<file path="config.mk">
export PLATFORM = sky130hd
export DESIGN_NAME = fx_sched
export DESIGN_NICKNAME = d
export VERILOG_FILES = /design/src/rtl/fx_sched.sv
export SDC_FILE = /design/constraint.sdc
export NUM_CORES = 1
export LEC_CHECK = 0
export ABC_AREA = 1
export CORE_MARGIN = 5
export CORE_UTILIZATION = 36
export CTS_CLUSTER_SIZE = 10
export DETAILED_ROUTE_END_ITERATION = 6
export GPL_TIMING_DRIVEN = 0
export MAX_ROUTING_LAYER = met4
export PLACE_DENSITY_LB_ADDON = 0.1
export SLEW_MARGIN = 20
export SYNTH_ARGS = -nofsm -noshare
export SYNTH_HDL_FRONTEND = slang
export SYNTH_SLANG_ARGS = --single-unit
export TNS_END_PERCENT = 100
</file>
<file path="constraint.sdc">
create_clock -name clk -period 5.05 [get_ports clk]
set_input_delay 0.7575 -clock clk [delete_from_list [all_inputs] [get_ports clk]]
set_output_delay 0.7575 -clock clk [all_outputs]
set_load 0.02 [all_outputs]
</file>
<file path="src/rtl/fx_sched.sv">
// fx_sched: sample-rate sequencer that feeds a frame through a per-channel filter bank and collects results.
// Optional macro FX_TIMEOUT_EN adds a result timeout (TMO cycles) with raw bypass and a sticky fx_timeout flag.
module fx_sched #(
    parameter int unsigned NUM_CH = 2,
    parameter int unsigned WIDTH  = 24,
    parameter int unsigned DIV    = 1024,
    parameter int unsigned DEPTH  = 8,
`ifdef FX_TIMEOUT_EN
    parameter int unsigned TMO    = 16,
`endif
    localparam int unsigned CH_W  = (NUM_CH > 1) ? $clog2(NUM_CH) : 1
) (
    input  logic                    clk,
    input  logic                    reset,
    input  logic [NUM_CH*WIDTH-1:0] in_data,
    input  logic                    in_valid,
    input  logic                    fx_on,
    output logic [WIDTH-1:0]        fx_data,
    output logic                    fx_wren,
    output logic [CH_W-1:0]         fx_ch,
    output logic                    fx_on_out,
    input  logic [WIDTH-1:0]        fx_res,
    input  logic                    fx_res_valid,
    output logic [NUM_CH*WIDTH-1:0] out_data,
    output logic                    out_valid,
    input  logic                    out_ready,
    output logic                    busy,
`ifdef FX_TIMEOUT_EN
    output logic                    fx_timeout,
`endif
    output logic                    overrun
);

    localparam int unsigned DIV_W = (DIV > 1) ? $clog2(DIV) : 1;
    localparam int unsigned FL_W  = (DEPTH > 1) ? $clog2(DEPTH) : 1;

    typedef enum logic [2:0] {
        IDLE, FLUSH_ISSUE, FLUSH_WAIT, ISSUE, WAIT, DONE
    } state_t;

    state_t           state;
    logic [DIV_W-1:0] div_cnt;
    logic             tick;
    logic [CH_W-1:0]  ch;
    logic [FL_W-1:0]  fl_cnt;
    logic [WIDTH-1:0] cap     [NUM_CH];
    logic [WIDTH-1:0] slot    [NUM_CH];
    logic [WIDTH-1:0] in_slot [NUM_CH];
    logic             tmo_hit;

    assign tick = (div_cnt == DIV_W'(DIV - 1));

    // Unpacked views of the packed frames keep channel indexing width-exact
    for (genvar k = 0; k < NUM_CH; k++) begin : g_pack
        assign in_slot[k]                   = in_data[k*WIDTH +: WIDTH];
        assign out_data[k*WIDTH +: WIDTH]   = slot[k];
    end

`ifdef FX_TIMEOUT_EN
    localparam int unsigned TMO_W = $clog2(TMO + 1);
    logic [TMO_W-1:0] tmo_cnt;
    assign tmo_hit = !fx_res_valid && (tmo_cnt == TMO_W'(TMO - 1));
`else
    assign tmo_hit = 1'b0;
`endif

    // Write strobes are registered on the edge that enters ISSUE/FLUSH_ISSUE, so they coincide with those states
    always_ff @(posedge clk or posedge reset) begin
        if (reset) begin
            state     <= IDLE;
            div_cnt   <= '0;
            ch        <= '0;
            fl_cnt    <= '0;
            for (int k = 0; k < NUM_CH; k++) begin
                cap[k]  <= '0;
                slot[k] <= '0;
            end
            fx_data   <= '0;
            fx_wren   <= 1'b0;
            fx_ch     <= '0;
            fx_on_out <= 1'b0;
            out_valid <= 1'b0;
            busy      <= 1'b0;
            overrun   <= 1'b0;
`ifdef FX_TIMEOUT_EN
            tmo_cnt    <= '0;
            fx_timeout <= 1'b0;
`endif
        end else begin
            div_cnt <= tick ? '0 : div_cnt + 1'b1;
            fx_wren <= 1'b0;
            fx_data <= '0;
            fx_ch   <= '0;
            if (tick && state != IDLE)
                overrun <= 1'b1;
`ifdef FX_TIMEOUT_EN
            if ((state == WAIT || state == FLUSH_WAIT) && !fx_res_valid && !tmo_hit)
                tmo_cnt <= tmo_cnt + 1'b1;
            else
                tmo_cnt <= '0;
            if ((state == WAIT || state == FLUSH_WAIT) && tmo_hit)
                fx_timeout <= 1'b1;
`endif
            case (state)
                IDLE: begin
                    if (tick && in_valid) begin
                        cap     <= in_slot;
                        ch      <= '0;
                        busy    <= 1'b1;
                        fx_wren <= 1'b1;
                        if (fx_on && !fx_on_out) begin
                            fl_cnt <= '0;
                            state  <= FLUSH_ISSUE;
                        end else begin
                            fx_on_out <= fx_on;
                            fx_data   <= in_slot[0];
                            state     <= ISSUE;
                        end
                    end
                end
                FLUSH_ISSUE: state <= FLUSH_WAIT;
                FLUSH_WAIT: begin
                    if (fx_res_valid || tmo_hit) begin
                        fx_wren <= 1'b1;
                        if (fl_cnt < FL_W'(DEPTH - 1)) begin
                            fl_cnt <= fl_cnt + 1'b1;
                            fx_ch  <= ch;
                            state  <= FLUSH_ISSUE;
                        end else if (ch < CH_W'(NUM_CH - 1)) begin
                            ch     <= ch + 1'b1;
                            fl_cnt <= '0;
                            fx_ch  <= ch + 1'b1;
                            state  <= FLUSH_ISSUE;
                        end else begin
                            ch        <= '0;
                            fx_on_out <= 1'b1;
                            fx_data   <= cap[0];
                            state     <= ISSUE;
                        end
                    end
                end
                ISSUE: state <= WAIT;
                WAIT: begin
                    if (fx_res_valid || tmo_hit) begin
                        // On timeout the raw captured sample bypasses the filter
                        slot[ch] <= fx_res_valid ? fx_res : cap[ch];
                        if (ch == CH_W'(NUM_CH - 1)) begin
                            out_valid <= 1'b1;
                            state     <= DONE;
                        end else begin
                            ch      <= ch + 1'b1;
                            fx_wren <= 1'b1;
                            fx_ch   <= ch + 1'b1;
                            fx_data <= cap[ch + 1'b1];
                            state   <= ISSUE;
                        end
                    end
                end
                DONE: begin
                    if (out_ready) begin
                        out_valid <= 1'b0;
                        busy      <= 1'b0;
                        state     <= IDLE;
                    end
                end
                default: state <= IDLE;
            endcase
        end
    end

endmodule

</file>
Fig. 1: run 1, PDN straps and rails
Pins as bars on the die edge. Tap cells in grey.
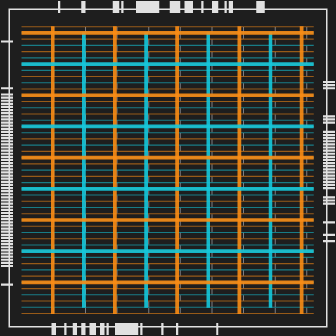
- cyan: VDD
- orange: VSS
- signal pins: 156
- met4 straps: 9
- rows: 46
- tap cells: 216

Fig. 2: run 1, placed cells, one colour a class
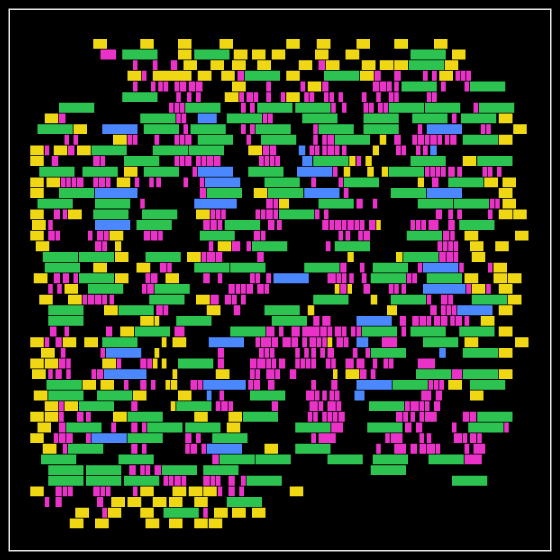
- yellow: other buffers and delay cells (cells 185; share of their area 21%)
- blue: clock drivers and dummy loads (cells 30; share of their area 7.8%)
- green: flops (cells 143; share of their area 44%)
- magenta: all other logic (cells 496; share of their area 27%)

==> flow_metrics.tcl, run 1 <==
# implementation run metrics
set metrics [dict create \
    status "completed" \
    pg_clk_w 0.00135 \
    placed_cell_area_um2 7740 \
    path_clk_slew_ps 60 \
    worstHoldEndpoint "cap[1]" \
    ys_top_cells_by_count "nand2_1 (238), dfrtp_1 (143), o21ai_0 (70), inv_1 (61), nand3_1 (52)" \
    num_vias 5110 \
    grt.total_usage_pct 19.3 \
    crit_end "fx_data[4]" \
    grt_first_pass_wirelength_um 27200 \
    fin_worst_skew_ps 15.6 \
    top_area_cell "dfrtp_1" \
    power.density_nw_per_um2 468 \
    rsz0062_at_grt "no" \
    setup_viol 0 \
    slowest_delay_ps 560 \
    dr_wl_met2_um 7960 \
    ant_nets 0 \
    period_needed_ps 2230 \
    cts-root-buf "clkbuf_16" \
    routed_via_density 4.77 \
    top_cell_area_share_pct 60.8 \
    power_frac_clock_pct 34.5 \
    power_leader "registers" \
    insertion_delay_ps 420 \
    fp-utilization_pct 36.9 \
    cp-end-kind "flip-flop" \
    netlist_instances 668 \
    numSynthFlops 143 \
    nFillCells 1477 \
    grt.overflow.total 0 \
    fin_nets 924 \
    syn_area_um2 5880 \
    swShare_pct 31.4 \
    async_flop_share_pct 100 \
    crit_required_ps 5400 \
    syn_to_final_growth_pct 42.4 \
    cap_violations 0 \
    critPathMaxFanout 10 \
    synth.most_common_cell "nand2_1" \
    cts_resized 0 \
    critPathArrivalTime_ps 2580 \
    grt_pass1_vias 5425 \
    htreeDepth 4 \
    openroad.warnings 26 \
    whs_ps 470 \
    die_y_um 138 \
    cts.path.max_buffers 2 \
    yosysWarningCount 0 \
    die_w_um 138 \
    worstMarginPinSlew_ps 677 \
    relSlewSlack_pct 54.9 \
    numCtsBuffers 17 \
    reg2reg_setup_slack_ps 2940 \
    globalplace.congestion 0.839 \
    ctsHoldBuffers 0 \
    tns_ps 0 \
    seq-power_w 0.00146 \
    cp.buffers_inverters 3 \
    finalMaxSlewViolations 0 \
    crit_family "buffers and inverters" \
    wl_um 17000 \
    rows 46 \
    layout_top_cell "nand2_1" \
    syn_nets 749 \
    synth.avg_cell_area_um2 8.81 \
    start_kind "primary input" \
    crit_cells 6 \
    mi_logic_area_um2 1930 \
    seqPwrFrac_pct 37.2 \
    ir_worst_vdd_v 0.000272 \
    wl_met1_um 7160 \
    top_layer "met4" \
    cp_slowest_cell "clkbuf_1" \
    reg2regPathDepth 7 \
    ys.flop_type "dfrtp_1" \
    wl_per_cell_um 15.9 \
    min_path_type "flip-flop to flip-flop" \
    ioPinCount 156 \
    r2r_end "fx_data[4]" \
    postCtsSetupRepairBufs 0 \
    r2r-start "ch" \
    grt_antenna_before_repair 2 \
    area_leaders "dfrtp_1 (61%), nand2_1 (15%), o21ai_0 (6.0%), nand3_1 (4.4%), inv_1 (3.9%)" \
    first_iter_violations 260 \
    switchingPower_w 0.00123 \
    cts_tree "yes" \
    p_leak_nw 4.10 \
    dr_wl_met3_um 1650 \
    postSynthSeqShare_pct 60.8 \
    min-delay-start "cap[1]" \
    worst-setup-path-type "primary input to flip-flop" \
    finalHoldViolCount 0 \
    io_buffers 155 \
    clock.fmax_ghz 0.448 \
]
Fig. 3: run 1, clock network drawn from the DEF
Scale bar: 50 um.
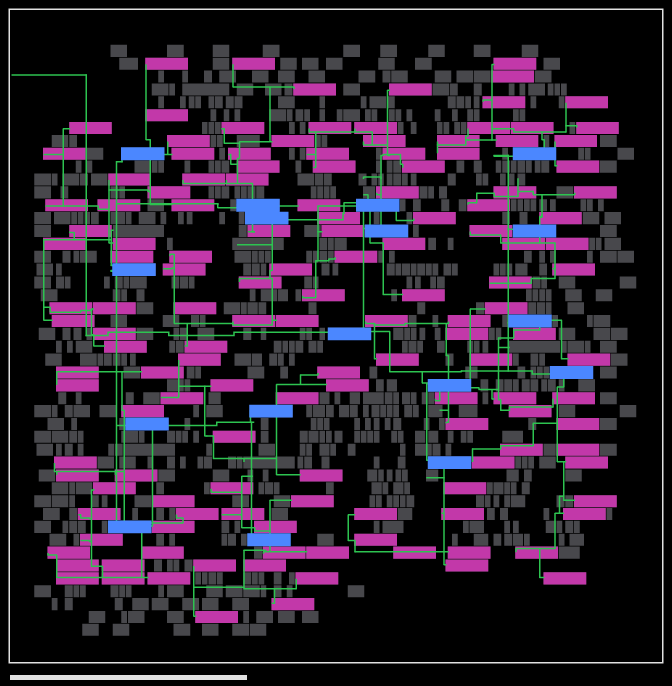
- green: clock wires (length 1,830 um)
- magenta: flip-flops (count 143)
- blue: cells driving clock nets (count 17)
- flops lie: widely spread
- routed clock nets: 18

Fig. 4: run 1, routed metal, one colour a layer
Scale bar: 50 um.
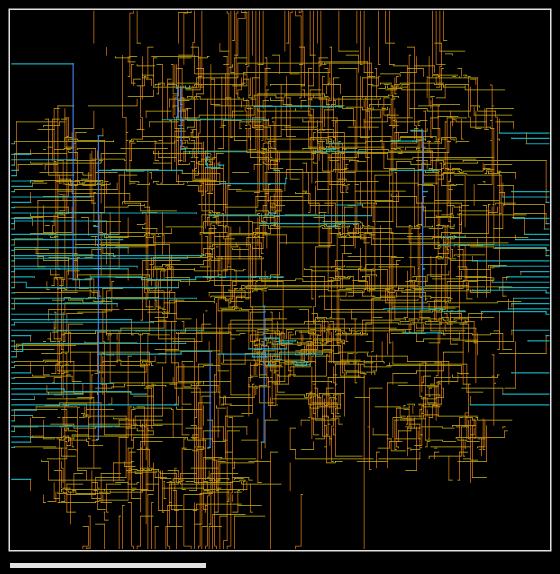
- yellow: met1 (wire length 7,160 um)
- blue: met4 (wire length 260 um)
- orange: met2 (wire length 7,960 um)
- cyan: met3 (wire length 1,650 um)

==> run 1: stage by stage <==
| stage | power [W] | utilization [%] | instances | setup slack (ps) |
|---|---|---|---|---|
| 2_1_floorplan | 0.00203 | - | 668 | 455 |
| 3_3_place_gp | 0.00256 | 48.3 | 1039 | -1570 |
| 3_5_place_dp | 0.00258 | 48.5 | 1040 | 2440 |
| 4_1_cts | 0.00396 | 52.5 | 1070 | 2830 |
| 5_1_grt | 0.00413 | 52.5 | 1072 | 2710 |
| 6_report | 0.00392 | 52.5 | 1072 | 2820 |
==> run 1: state kept, by name, indices dropped and copies added (netlist names), 3 cells and up <==
register / cells
cap: 48
state: 3
fl_cnt: 3
out_data: 48
fx_data: 24
div_cnt: 10
==> run 1: cells by family (layout without fill, tap and decap cells) <==
| family | count (synthesis) | count (layout) | share of synthesized area [%] |
|---|---|---|---|
| AND/OR/NAND/NOR | 330 | 330 | 23.2 |
| flip-flops | 143 | 143 | 60.8 |
| AND-OR/OR-AND | 95 | 95 | 8.34 |
| buffers and inverters | 92 | 278 | 6.30 |
| XOR/XNOR | 5 | 5 | 0.745 |
| adder cells (fa/ha/maj) | 3 | 3 | 0.638 |
| other | 0 | 2 | 0 |
==> run 1: layer usage <==
layer	global-route usage, %	up-vias
li1	-	2470
met1	23.5	2446
met2	29.4	175
met3	7.05	19
met4	7.35	0
met5	-	-
==> run 1: layout make-up <==
cell class / count / share of cell area (%)
Tap cell: 216 / 3.23
Timing Repair Buffer: 156 / 18.8
Buffer: 29 / 1.60
Clock buffer: 19 / 5.29
Multi-Input combinational cell: 433 / 23.1
Sequential cell: 143 / 42.7
Antenna cell: 2 / 0.0597
Inverter: 63 / 2.91
Clock inverter: 11 / 2.26
Fig. 5: run 1, routing congestion map
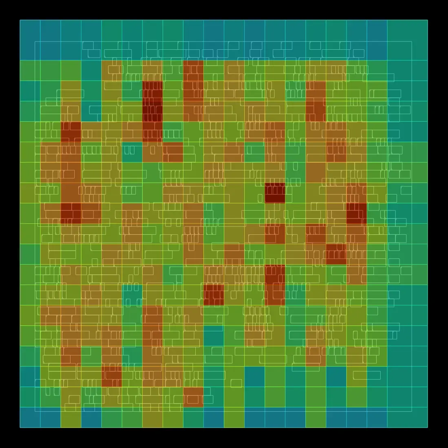

--- run 2 (diff from run 1) ---
==> constraint.sdc (replaced) <==
create_clock -name clk -period 2.1 [get_ports clk]
set_input_delay 0.315 -clock clk [delete_from_list [all_inputs] [get_ports clk]]
set_output_delay 0.315 -clock clk [all_outputs]
set_load 0.02 [all_outputs]
Fig. 6: run 2, routing congestion map
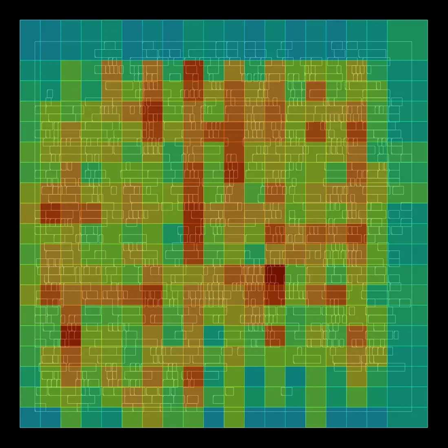
Finished Core Util: 52.9%
M1 GR Usage: 22.7%
gr busiest metal: met2
routing usage on met2: 29.1%
global-route usage over all layers: 18.7%

==> flow_metrics.tcl, run 2 <==
# implementation run metrics
set metrics [dict create \
    postSynthSeqShare_pct 60.8 \
    ctsHoldBuffers 0 \
    start_kind "flip-flop" \
    worstMarginPinSlew_ps 724 \
    worst-setup-path-type "flip-flop to flip-flop" \
    yosysWarningCount 0 \
    grt_antenna_before_repair 3 \
    netlist_instances 668 \
    drive_gt1_share_pct 7.67 \
    power.density_nw_per_um2 1090 \
    dp.cells 1043 \
    first_iter_violations 214 \
    cp-end-kind "flip-flop" \
    core_um2 15900 \
    power_frac_clock_pct 32.9 \
    ys.flop_type "dfrtp_1" \
    syn_area_um2 5880 \
    top_area_cell "dfrtp_1" \
    cts.path.max_buffers 2 \
    htreeDepth 4 \
    seqPwrFrac_pct 38.0 \
    switchingPower_w 0.00294 \
    layout_top_cell "nand2_1" \
    tns_ps 0 \
    min_path_type "primary input to asynchronous set/reset pin" \
    whs_ps 361 \
    dp_slack_ps -94.8 \
    relSlewSlack_pct 51.6 \
    ys_top_cells_by_count "nand2_1 (238), dfrtp_1 (143), o21ai_0 (70), inv_1 (61), nand3_1 (52)" \
    grt_pass1_vias 5261 \
    fin_worst_skew_ps 8.49 \
    grt_max_degree 34 \
    placed_cell_area_um2 7800 \
    seq-power_w 0.00350 \
    clock.fmax_ghz 0.533 \
    numCtsBuffers 17 \
    async_flop_share_pct 100 \
    pg_clk_w 0.00303 \
    insertion_delay_ps 420 \
    syn_to_final_growth_pct 43.5 \
    globalplace.congestion 0.827 \
    wl_per_cell_um 15.5 \
    cts_tree "yes" \
    cp_slowest_cell "dfrtp_1" \
    synth.avg_cell_area_um2 8.81 \
    rows 46 \
    crit_family "simple AND/OR/NAND/NOR gates" \
    final-instance-count-excl-fill 1081 \
    fp-utilization_pct 36.9 \
    grt_first_pass_wirelength_um 26500 \
    cts-root-buf "clkbuf_16" \
    ant_nets 0 \
    top_cell_area_share_pct 60.8 \
    critPathMaxFanout 10 \
    num_vias 5070 \
    die_y_um 138 \
    critPathArrivalTime_ps 2220 \
    swShare_pct 32.0 \
    power_leader "registers" \
    die_w_um 138 \
    syn_nets 749 \
    status "completed" \
    die-area_um2 19000 \
    nFillCells 1492 \
    cp.buffers_inverters 2 \
    rsz0062_at_grt "no" \
    p_leak_nw 4.13 \
    slowest_delay_ps 370 \
    openroad.warnings 27 \
    power_w 0.00920 \
    fin_nets 930 \
    io_buffers 155 \
    ioPinCount 156 \
    area_leaders "dfrtp_1 (61%), nand2_1 (15%), o21ai_0 (6.0%), nand3_1 (4.4%), inv_1 (3.9%)" \
    period_needed_ps 1880 \
    synth.most_common_cell "nand2_1" \
    routed_via_density 4.69 \
    crit_required_ps 2450 \
    cap_violations 0 \
    finalHoldViolCount 0 \
    path_clk_slew_ps 60 \
    fin_ws_ps 225 \
    wl_um 16700 \
    numSynthFlops 143 \
    ir_worst_vdd_v 0.000618 \
]
Fig. 7: run 2, clock network drawn from the DEF
Scale bar: 50 um.
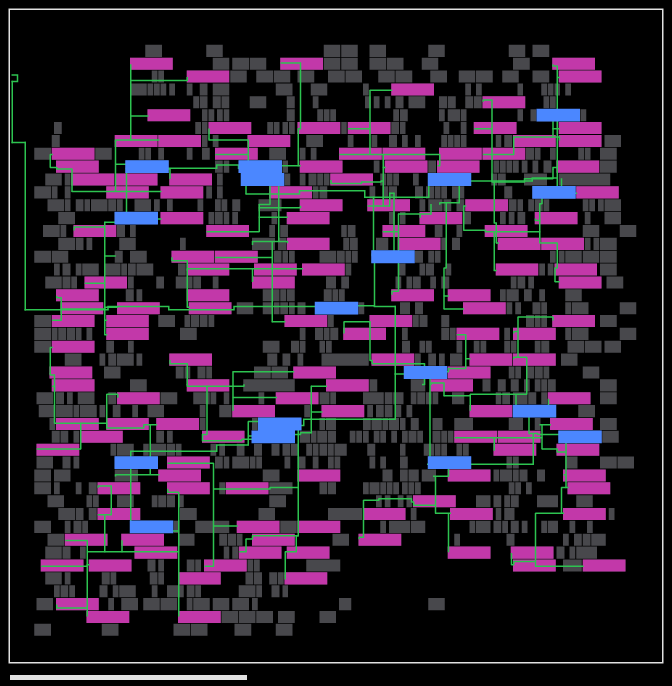
- green: clock wires (length 1,820 um)
- blue: cells driving clock nets (count 17)
- magenta: flip-flops (count 143)
- routed clock nets: 18
- flops lie: widely spread

==> run 2: netlist changes by cell type in the layout (fill, tap and decap cells not counted), sizes merged <==
| cell | delta |
|---|---|
| buf | +6 |
| clkbuf | +4 |
| bufinv | -3 |
| clkinv | +3 |
| diode | +2 |
| inv | -2 |
| clkinvlp | -1 |
==> run 2: logic make-up after synthesis <==
kind of cell,share of synthesized area (%)
simple gates,23.2
flops,60.8
compound gates,8.34
buf+inv,6.30
xor+xnor,0.745
fa+ha+maj,0.638
==> run 2: final timing paths <==
kind | startpoint | end | slack [ps] | cells past startpoint
max reg2reg | div_cnt[0] | cap[22] | 220 | 9
max in group asynchronous | reset | out_data[2] | 910 | 4
min | reset | fx_ch | 360 | 2
min reg2reg | cap[1] | cap[1] | 470 | 2
min in group clk | in_data[30] | cap[6] | 440 | 3
max | div_cnt[0] | cap[22] | 220 | 9
==> run 2: cell type report <==
cell class	instances	area, um^2	share of cell area, %
tap	216	270	3.20
multi-input combinational	433	1940	23.0
inverter	63	240	2.85
antenna	4	10.0	0.119
buffer	29	135	1.60
clock inverter	8	105	1.25
timing repair buffer	162	1660	19.7
sequential	143	3580	42.4
clock buffer	23	498	5.90
==> run 2: timing repair <==
action	CTS	global route
setup buffers	0	3
setup endpoints to repair	0	33
resized	0	5
==> run 2: routing by layer <==
metal / up-vias / track usage [%] / wire, um
met2: 136 / 29.1 / 7890
li1: 2494 / - / -
met5: - / - / 0
met3: 13 / 8.04 / 1430
met1: 2427 / 22.7 / 7260
met4: 0 / 4.72 / 137
==> run 2: worst register-to-register path, cell delays in order, from the launching register on <==
cell and delay [ps]:
dfrtp_1 370, ha_1 190, nand2_1 100, nor2_4 180, nand4_2 180, nor2_4 250
buf_4 160, buf_2 210, nand2_1 100, nand2_1 80
Fig. 8: run 2, PDN straps and rails
Pins as bars on the die edge. Tap cells in grey.
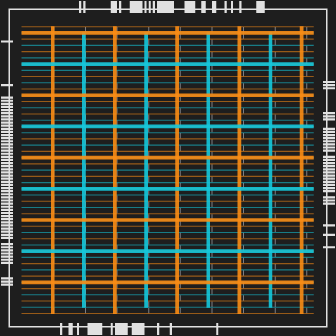

--- run 3 (diff from run 2) ---
--- a/config.mk
+++ b/config.mk
@@ -5,7 +5,6 @@
 export SDC_FILE = /design/constraint.sdc
 export NUM_CORES = 1
 export LEC_CHECK = 0
-export ABC_AREA = 1
 export CORE_MARGIN = 5
 export CORE_UTILIZATION = 36
 export CTS_CLUSTER_SIZE = 10
==> constraint.sdc (replaced) <==
create_clock -name clk -period 1.9 [get_ports clk]
set_input_delay 0.285 -clock clk [delete_from_list [all_inputs] [get_ports clk]]
set_output_delay 0.285 -clock clk [all_outputs]
set_load 0.02 [all_outputs]
Fig. 9: run 3, PDN straps and rails
Pins as bars on the die edge. Tap cells in grey.
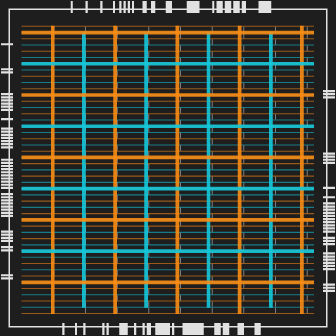
maximum VDD drop: 0.000536 V
die y size: 138 um
Core Box Area: 15,900 um^2
die width: 138 um

Fig. 10: run 3, clock network drawn from the DEF
Scale bar: 50 um.
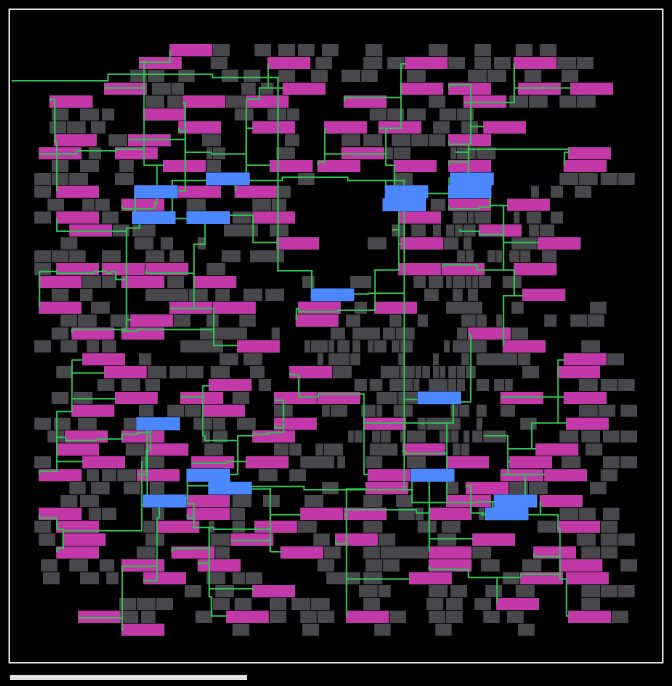
Worst-Skew Late Latency: 400 ps
Clk pwr share: 45.9%
clock-net power: 0.00294 W
final setup skew: 8.12 ps

==> flow_metrics.tcl, run 3 <==
# implementation run metrics
set metrics [dict create \
    syn_area_um2 5870 \
    min_path_type "primary input to asynchronous set/reset pin" \
    wl_met1_um 6390 \
    fin_nets 682 \
    numSynthFlops 143 \
    io_buffers 155 \
    grt.total_usage_pct 16.0 \
    top_layer "met4" \
    drc_errors 0 \
    switchingPower_w 0.00137 \
    power_frac_comb_pct 6.0 \
    relSlewSlack_pct 70.0 \
    rows 46 \
    wl_per_cell_um 17.7 \
    grt_pass1_vias 4211 \
    ioPinCount 156 \
    cts_tree "yes" \
    cts_sinks 143 \
    clock.fmax_ghz 0.545 \
    reg2reg_setup_slack_ps 70 \
    setup_viol 0 \
    mi_logic_area_um2 2160 \
    ys_types 47 \
    swShare_pct 21.3 \
    r2r-start "state[2]" \
    worstMarginPinSlew_ps 449 \
    place_hpwl_um 10300 \
    period_needed_ps 1830 \
    async_flop_share_pct 100 \
    openroad.warnings 27 \
    synth.most_common_cell "dfrtp_1" \
    first_iter_violations 168 \
    num_vias 3963 \
    r2r_end "fl_cnt[0]" \
    seq-power_w 0.00309 \
    globalplace.congestion 0.764 \
    reg2regPathDepth 6 \
    insertedDiodeCount 0 \
    cts_resized 14 \
    ys_top_cells_by_count "dfrtp_1 (143), mux2_1 (72), mux2_2 (26), a21o_1 (25), a22o_1 (25)" \
    synth-edff-count 0 \
    critPathArrivalTime_ps 2120 \
    postSynthSeqShare_pct 61.0 \
    grt_max_degree 34 \
    postCtsSetupRepairBufs 1 \
    area_leaders "dfrtp_1 (61%), mux2_1 (14%), mux2_2 (5.0%), a22o_1 (3.7%), a21o_1 (3.2%)" \
    syn_to_final_growth_pct 46.2 \
    fp-utilization_pct 36.8 \
    ys.flop_type "dfrtp_1" \
    dr_wl_met2_um 7370 \
    routed_via_density 4.78 \
    cts.path.max_buffers 2 \
    ys_cells 409 \
    yosysWarningCount 0 \
    start_kind "flip-flop" \
    regArea_um2 3580 \
    cap_violations 0 \
    netlist_instances 409 \
    power_leader "registers" \
    layout_top_cell "clkdlybuf4s50_1" \
    ant_nets 0 \
    htreeDepth 4 \
    top_area_cell "dfrtp_1" \
    power.density_nw_per_um2 748 \
    pg_comb_w 0.000388 \
    dr_wl_met3_um 802 \
    wl_um 14700 \
    whs_ps 247 \
    syn_nets 490 \
    synth.avg_cell_area_um2 14.3 \
    p_int_w 0.00505 \
    cp-end-kind "flip-flop" \
    path_clk_slew_ps 60 \
    ys_chip_area_um2 5870 \
    finalCritPeriodShare_pct 96.5 \
    finalHoldViolCount 0 \
    drive_gt1_share_pct 17.3 \
    ctsHoldBuffers 0 \
    firstDrtPassIters 4 \
    cp-startpoint "state[2]" \
    die-area_um2 19000 \
    power_w 0.00642 \
    grt_antenna_before_repair 0 \
    p_leak_nw 4.27 \
    grt_first_pass_wirelength_um 22600 \
    seqPwrFrac_pct 48.1 \
    worst-setup-path-type "flip-flop to flip-flop" \
    top_cell_area_share_pct 61.0 \
    cts-root-buf "clkbuf_16" \
    finalMaxSlewViolations 0 \
    nFillCells 1356 \
    numCtsBuffers 17 \
    postLayoutCoreUtil_pct 53.8 \
    final_cell_mix "clkdlybuf4s50_1 (155), dfrtp_1 (142), mux2_1 (72)" \
    critPathMaxFanout 8 \
    status "completed" \
    grt.overflow.total 0 \
    crit_required_ps 2190 \
]
[run 3: layout make-up]
class	count	area share (%)
tap	216	3.15
clock buffer	24	5.61
buffer	23	2.65
multi-input combinational	240	25.2
inverter	4	0.219
clock inverter	7	0.438
sequential	143	41.7
timing repair buffer	172	21.0
[run 3: layer usage]
layer | global-route usage, % | up-vias
met5 | - | -
met4 | 3.33 | 0
met3 | 5.48 | 9
met2 | 25.6 | 88
met1 | 19.7 | 1996
li1 | - | 1870
[run 3: worst max-delay path by stage]
stage	endpoint	slack, ps	cells past startpoint
2_1_floorplan	busy	-180	1
4_1_cts	out_data[23]	10	6
5_1_grt	out_data[6]	-10	6
6_report	fl_cnt[0]	70	6
3_3_place_gp	fx_data[23]	-1460	2
3_5_place_dp	fx_data[17]	-330	7
[run 3: critical path, stage by stage (launching register included)]
cell and delay (ps):
dfrtp_2 470, nor4b_4 280, buf_4 180, nand4_4 110
buf_12 170, a21oi_4 170, mux2_1 330
[run 3: kinds of logic after synthesis]
| kind of cell | Yosys count | share of synthesized area (%) |
|---|---|---|
| buf+inv | 27 | 2.71 |
| simple gates | 55 | 5.93 |
| fa+ha+maj | 3 | 0.640 |
| mux | 99 | 19.0 |
| xor+xnor | 6 | 0.896 |
| compound gates | 76 | 9.87 |
| flops | 143 | 61.0 |
[run 3: stage by stage]
step | setup TNS, ps | instances | area [um^2] | worst slack (ps)
final | 0 | 829 | 8580 | 66.2
after global routing | -18.2 | 829 | 8580 | -11.5
after CTS | 0 | 817 | 8370 | 12.2
after detailed placement | -23230 | 785 | 7810 | -330
after global placement | -229350 | 780 | 7690 | -1460
after floorplan | -25180 | 409 | 5870 | -176
No activity file was given, so power comes from the tool's default toggle rates.
